===== src/rtl/unidade_load_store_if.sv =====
// Execute-stage request/response channel plus the word-addressed data memory port of the
// load/store unit. The master modport is the requester/memory side, slave is the unit itself.
interface unidade_load_store_if;
    logic        req_valid;
    logic        req_ready;
    logic        req_escrita;
    logic [1:0]  req_tamanho;
    logic        req_sinal;
    logic [31:0] req_endereco;
    logic [31:0] req_dado;

    logic        resp_valid;
    logic [31:0] resp_dado;
    logic        resp_erro;

    logic [31:0] mem_endereco;
    logic [31:0] mem_dado_wrt;
    logic        mem_controle;
    logic [31:0] mem_saida_dado;

    modport master (
        output req_valid,
        output req_escrita,
        output req_tamanho,
        output req_sinal,
        output req_endereco,
        output req_dado,
        output mem_saida_dado,
        input  req_ready,
        input  resp_valid,
        input  resp_dado,
        input  resp_erro,
        input  mem_endereco,
        input  mem_dado_wrt,
        input  mem_controle
    );

    modport slave (
        input  req_valid,
        input  req_escrita,
        input  req_tamanho,
        input  req_sinal,
        input  req_endereco,
        input  req_dado,
        input  mem_saida_dado,
        output req_ready,
        output resp_valid,
        output resp_dado,
        output resp_erro,
        output mem_endereco,
        output mem_dado_wrt,
        output mem_controle
    );
endinterface


===== src/rtl/unidade_load_store.sv =====
// Load/store unit in front of a word-only data memory: sub-word stores as read-modify-write.
// Optional macro LSU_TRAP_DESALINHADO_EN turns misaligned halfword/word accesses into errors.
module unidade_load_store #(
    parameter int unsigned PROFUNDIDADE = 21
) (
    input logic                 clock,
    input logic                 reset_n,
    unidade_load_store_if.slave bus
);

    typedef enum logic [2:0] {
        StIdle,
        StAcesso,
        StEscrita,
        StResp,
        StErroResp
    } estado_t;

    estado_t     estado_q;
    logic        escrita_q;
    logic [1:0]  tamanho_q;
    logic        sinal_q;
    logic [31:0] endereco_q;
    logic [31:0] dado_q;

    logic [31:0] mem_endereco_q;
    logic [31:0] mem_dado_wrt_q;
    logic        mem_controle_q;
    logic        resp_valid_q;
    logic        resp_erro_q;
    logic [31:0] resp_dado_q;

    logic        desalinhado;
    logic        fora_faixa;
    logic        erro;

    // Replace the addressed lanes of the read word with the low bits of the store data.
    function automatic logic [31:0] mesclar(input logic [31:0] base,
                                            input logic [31:0] dado,
                                            input logic [1:0]  tamanho,
                                            input logic [1:0]  lane);
        logic [31:0] r;
        r = base;
        case (tamanho)
            2'b00:   r[{lane, 3'b000} +: 8] = dado[7:0];
            2'b01:   r[{lane[1], 4'b0000} +: 16] = dado[15:0];
            2'b10:   r = dado;
            default: r = base;
        endcase
        return r;
    endfunction

    function automatic logic [31:0] extrair(input logic [31:0] palavra,
                                            input logic [1:0]  tamanho,
                                            input logic [1:0]  lane,
                                            input logic        sinal);
        logic [7:0]  b;
        logic [15:0] h;
        logic [31:0] r;
        b = palavra[{lane, 3'b000} +: 8];
        h = palavra[{lane[1], 4'b0000} +: 16];
        case (tamanho)
            2'b00:   r = {{24{sinal & b[7]}}, b};
            2'b01:   r = {{16{sinal & h[15]}}, h};
            2'b10:   r = palavra;
            default: r = 32'h0;
        endcase
        return r;
    endfunction

    always_comb begin
        desalinhado = 1'b0;
`ifdef LSU_TRAP_DESALINHADO_EN
        case (tamanho_q)
            2'b01:   desalinhado = endereco_q[0];
            2'b10:   desalinhado = |endereco_q[1:0];
            default: desalinhado = 1'b0;
        endcase
`else
        // Lane selection already ignores the bits below the access size.
        desalinhado = 1'b0;
`endif
        fora_faixa = ({2'b00, endereco_q[31:2]} >= PROFUNDIDADE);
        erro       = fora_faixa || (tamanho_q == 2'b11) || desalinhado;
    end

    // Merge and load extraction use the memory read directly at the ACESSO edge; the
    // registered results act as the read latch.
    always_ff @(posedge clock) begin
        if (!reset_n) begin
            estado_q       <= StIdle;
            escrita_q      <= 1'b0;
            tamanho_q      <= 2'b00;
            sinal_q        <= 1'b0;
            endereco_q     <= 32'h0;
            dado_q         <= 32'h0;
            mem_endereco_q <= 32'h0;
            mem_dado_wrt_q <= 32'h0;
            mem_controle_q <= 1'b0;
            resp_valid_q   <= 1'b0;
            resp_erro_q    <= 1'b0;
            resp_dado_q    <= 32'h0;
        end else begin
            mem_dado_wrt_q <= 32'h0;
            mem_controle_q <= 1'b0;
            resp_valid_q   <= 1'b0;
            resp_erro_q    <= 1'b0;
            resp_dado_q    <= 32'h0;
            case (estado_q)
                StIdle: begin
                    if (bus.req_valid) begin
                        escrita_q      <= bus.req_escrita;
                        tamanho_q      <= bus.req_tamanho;
                        sinal_q        <= bus.req_sinal;
                        endereco_q     <= bus.req_endereco;
                        dado_q         <= bus.req_dado;
                        mem_endereco_q <= {2'b00, bus.req_endereco[31:2]};
                        estado_q       <= StAcesso;
                    end
                end
                StAcesso: begin
                    if (erro) begin
                        estado_q     <= StErroResp;
                        resp_valid_q <= 1'b1;
                        resp_erro_q  <= 1'b1;
                    end else if (escrita_q) begin
                        estado_q       <= StEscrita;
                        mem_controle_q <= 1'b1;
                        mem_dado_wrt_q <= mesclar(bus.mem_saida_dado, dado_q, tamanho_q,
                                                  endereco_q[1:0]);
                    end else begin
                        estado_q     <= StResp;
                        resp_valid_q <= 1'b1;
                        resp_dado_q  <= extrair(bus.mem_saida_dado, tamanho_q,
                                                endereco_q[1:0], sinal_q);
                    end
                end
                StEscrita: begin
                    estado_q     <= StResp;
                    resp_valid_q <= 1'b1;
                end
                StResp:     estado_q <= StIdle;
                StErroResp: estado_q <= StIdle;
                default:    estado_q <= StIdle;
            endcase
        end
    end

    assign bus.req_ready    = (estado_q == StIdle);
    assign bus.resp_valid   = resp_valid_q;
    assign bus.resp_erro    = resp_erro_q;
    assign bus.resp_dado    = resp_dado_q;
    assign bus.mem_endereco = mem_endereco_q;
    assign bus.mem_dado_wrt = mem_dado_wrt_q;
    // Gated so that an edge sampling reset never writes memory.
    assign bus.mem_controle = mem_controle_q & reset_n;

endmodule


===== src/flat_wrapper.sv =====
// flat-port wrapper written by rule: the top's interface ports become plain ports
module unidade_load_store_flat 
#(
    parameter int unsigned PROFUNDIDADE = 21
)
  (clock, reset_n, bus_req_valid, bus_req_escrita, bus_req_tamanho, bus_req_sinal, bus_req_endereco, bus_req_dado, bus_mem_saida_dado, bus_req_ready, bus_resp_valid, bus_resp_dado, bus_resp_erro, bus_mem_endereco, bus_mem_dado_wrt, bus_mem_controle);
  unidade_load_store_if bus_i ();
  input logic clock;
  input logic reset_n;
  input wire logic [$bits(bus_i.req_valid)-1:0] bus_req_valid;
  input wire logic [$bits(bus_i.req_escrita)-1:0] bus_req_escrita;
  input wire logic [$bits(bus_i.req_tamanho)-1:0] bus_req_tamanho;
  input wire logic [$bits(bus_i.req_sinal)-1:0] bus_req_sinal;
  input wire logic [$bits(bus_i.req_endereco)-1:0] bus_req_endereco;
  input wire logic [$bits(bus_i.req_dado)-1:0] bus_req_dado;
  input wire logic [$bits(bus_i.mem_saida_dado)-1:0] bus_mem_saida_dado;
  output wire logic [$bits(bus_i.req_ready)-1:0] bus_req_ready;
  output wire logic [$bits(bus_i.resp_valid)-1:0] bus_resp_valid;
  output wire logic [$bits(bus_i.resp_dado)-1:0] bus_resp_dado;
  output wire logic [$bits(bus_i.resp_erro)-1:0] bus_resp_erro;
  output wire logic [$bits(bus_i.mem_endereco)-1:0] bus_mem_endereco;
  output wire logic [$bits(bus_i.mem_dado_wrt)-1:0] bus_mem_dado_wrt;
  output wire logic [$bits(bus_i.mem_controle)-1:0] bus_mem_controle;
  assign bus_i.req_valid = bus_req_valid;
  assign bus_i.req_escrita = bus_req_escrita;
  assign bus_i.req_tamanho = bus_req_tamanho;
  assign bus_i.req_sinal = bus_req_sinal;
  assign bus_i.req_endereco = bus_req_endereco;
  assign bus_i.req_dado = bus_req_dado;
  assign bus_i.mem_saida_dado = bus_mem_saida_dado;
  assign bus_req_ready = bus_i.req_ready;
  assign bus_resp_valid = bus_i.resp_valid;
  assign bus_resp_dado = bus_i.resp_dado;
  assign bus_resp_erro = bus_i.resp_erro;
  assign bus_mem_endereco = bus_i.mem_endereco;
  assign bus_mem_dado_wrt = bus_i.mem_dado_wrt;
  assign bus_mem_controle = bus_i.mem_controle;
  unidade_load_store #(.PROFUNDIDADE(PROFUNDIDADE)) u_core (.clock(clock), .reset_n(reset_n), .bus(bus_i));
endmodule

===== config.mk =====
export PLATFORM = sky130hd
export DESIGN_NAME = unidade_load_store_flat
export DESIGN_NICKNAME = d
export VERILOG_FILES = /design/src/rtl/unidade_load_store_if.sv /design/src/rtl/unidade_load_store.sv /design/src/flat_wrapper.sv
export SDC_FILE = /design/constraint.sdc
export NUM_CORES = 1
export LEC_CHECK = 0
export ABC_AREA = 0
export CORE_AREA = 2 2 128 130
export DETAILED_ROUTE_END_ITERATION = 10
export DIE_AREA = 0 0 130 132
export GPL_TIMING_DRIVEN = 0
export PLACE_DENSITY_LB_ADDON = 0.12
export RECOVER_POWER = 100
export SYNTH_ARGS = -nofsm -noshare
export SYNTH_HDL_FRONTEND = slang
export SYNTH_SLANG_ARGS = --single-unit
export TNS_END_PERCENT = 100

===== constraint.sdc =====
create_clock -name clock -period 2.4 [get_ports clock]
set_clock_uncertainty 0.05 [all_clocks]
set_input_delay 0.24 -clock clock [delete_from_list [all_inputs] [get_ports clock]]
set_output_delay 0.24 -clock clock [all_outputs]
set_load 0.01 [all_outputs]

Gate-type map:
The bar under the picture is 50 um long.
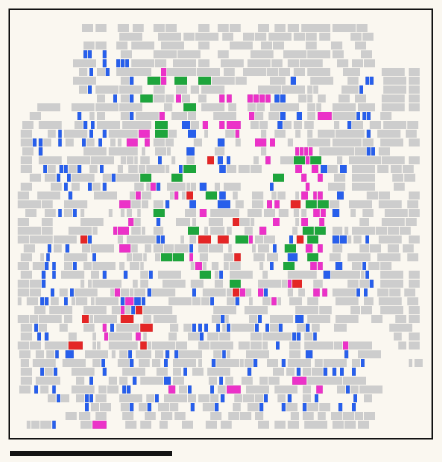
legend:
  green:
    family: multiplexers
    cells: 29
  magenta:
    family: NOR gates
    cells: 77
  blue:
    family: NAND gates
    cells: 200
    where: spread over the die
  red:
    family: AND and OR gates
    cells: 17

Clock distribution:
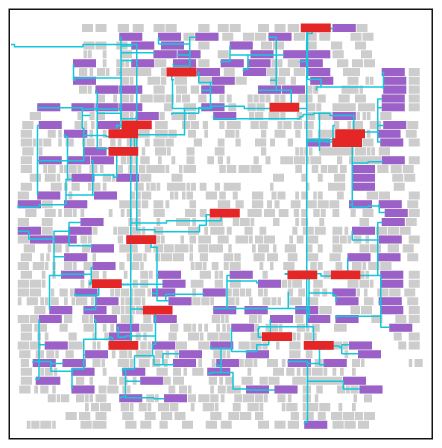
legend:
  red:
    item: clock drivers
    count: 17
  purple:
    item: flip-flops
    count: 138
  cyan:
    item: clock wires
    length: 1810 um
flops lie: spread over the die

==> results.cfg <==
; generated from flow reports
[status]
status = completed

[floorplan]
fp.dieW_um = 130
core_um2 = 15710
io_pins = 203
fp-row-count = 46
die_h_um = 132
taps = 216
die_area_um2 = 17160

[synthesis]
netlist_logic_family_top = AND-OR/OR-AND gates
xor_area_frac = 0
post_synth_num_cell_types = 60
synth_seq_share = 0.4136
ys_ff = 138
synthMuxAreaShare = 0.04514
yosys_warnings = 0
synth.avg_cell_area_um2 = 8.676
synth_top_cell_by_area = dfxtp_1
aoi_share = 0.2375
top_cells_by_area = dfxtp_1, nand2_1, a21boi_0

[power_and_ir_drop]
powerSeq_mw = 2.47
power.total_mw = 6.199
seqPwrFrac = 0.398
powerDensity_nw_per_um2 = 645.5
pg_comb_mw = 1.06
swShare = 0.2619

[run]
maxCapViolCount = 0

[drt]
dr.max_layer_used = met4
drt-met1-wl_mm = 9.891
routed_wl_mm = 22.44
vias_per_cell = 5.348

[worst_setup_path]
critPathMaxFanout = 10
endpoint = u_core.bus.mem_dado_wrt[27]$_SDFF_PP0_
crit_arrival_ps = 2620
r2r_slack_ps = 60
r2r_cells = 6
cp-start-kind = register
crit_path_start = u_core.endereco_q[7]$_SDFFE_PN0P_

[place]
placed_cells = 1186
hpwl_mm = 17.04
numPortBuffers = 199
routabilityCongestion = 0.9936

[cells_and_area]
seq_cells = 138
comb_cells = 522
finalCoreUtilization = 0.6112
nNetsFinal = 1097
layout_top_cells = nand2_1, dfxtp_1, clkdlybuf4s50_1, dlygate4sd3_1, a21boi_0
fillers = 1469
nonClockInverterCount = 12
clock_cell_area_share = 0.06188
fin_cells = 1217
final_common_cell = nand2_1
clkbuf_count = 22
largest_class = logic gates

[final_timing]
fmax_mhz = 427.1
worstMarginPinSlew_ps = 852.1
slew_headroom = 0.4275
finalSetupViolations = 0

[worst_hold_path]
holdPathEnd = u_core.endereco_q[4]$_SDFFE_PN0P_
hp-start = reset_n
hold_path.class = input pin to register
hold_depth = 2

[global_route]
grt.overflow.total = 0
grt_pass1_vias = 6224

[cts]
insertion_delay_ps = 430
cts_root_buf = clkbuf_16
cts.htree.levels = 4
## critical path: stages (launching register included)
cell	delay (ps)
dfxtp_2	360
nor4_1	320
nand4_1	260
or4_4	590
buf_6	180
buf_2	210
nor3_1	270
## what timing repair did
action | 4_1_cts | 5_1_grt
hold buffers | 0 | 0
setup endpoints to repair | 35 | 49
pin swaps | 2 | 3
resized | 15 | 26
setup buffers | 2 | 0
## state kept, by name (all words and copies together) (netlist names), 2 cells and up
| name | count |
|---|---|
| u_core.endereco_q | 32 |
| u_core.bus.resp_dado | 32 |
| u_core.tamanho_q | 2 |
| u_core.bus.mem_dado_wrt | 32 |
| u_core.estado_q | 3 |
| u_core.dado_q | 32 |
## layer usage
layer | global-route usage | vias up
li1 | - | 3151
met1 | 0.3566 | 3001
met2 | 0.4008 | 320
met3 | 0.06291 | 37
met4 | 0.09200 | 0
met5 | 0 | -
## through the flow
stage,worst slack (ps),hold slack [ps],setup TNS [ps],instance area [um2]
floorplan,44.33,334.9,0,6684
global placement,-531.8,401.5,-7557,8946
detailed placement,-549.8,406.1,-8118,8946
CTS,15.73,196.0,0,9605
global route,-6.712,224.9,-15.79,9604
finish,58.72,199.6,0,9604
## cells in the mapped netlist (all sizes together) (2+ instances only)
master,number
nand2,171
dfxtp,138
a21boi,68
buf,52
clkbuf,47
nor3,41
a2111oi,24
mux2i,20
nor2,16
o21ai,14
nand2b,13
inv,12
nor2b,12
a211oi,11
a222oi,11
a22oi,11
mux2,9
o22ai,9
nand3,7
nor4,7
o32ai,7
o41ai,7
a21oi,6
and2,6
o21a,6
ha,5
nand3b,5
a221o,3
a221oi,3
or3b,3
a2bb2oi,2
nand4,2
o31ai,2
or2,2
or3,2
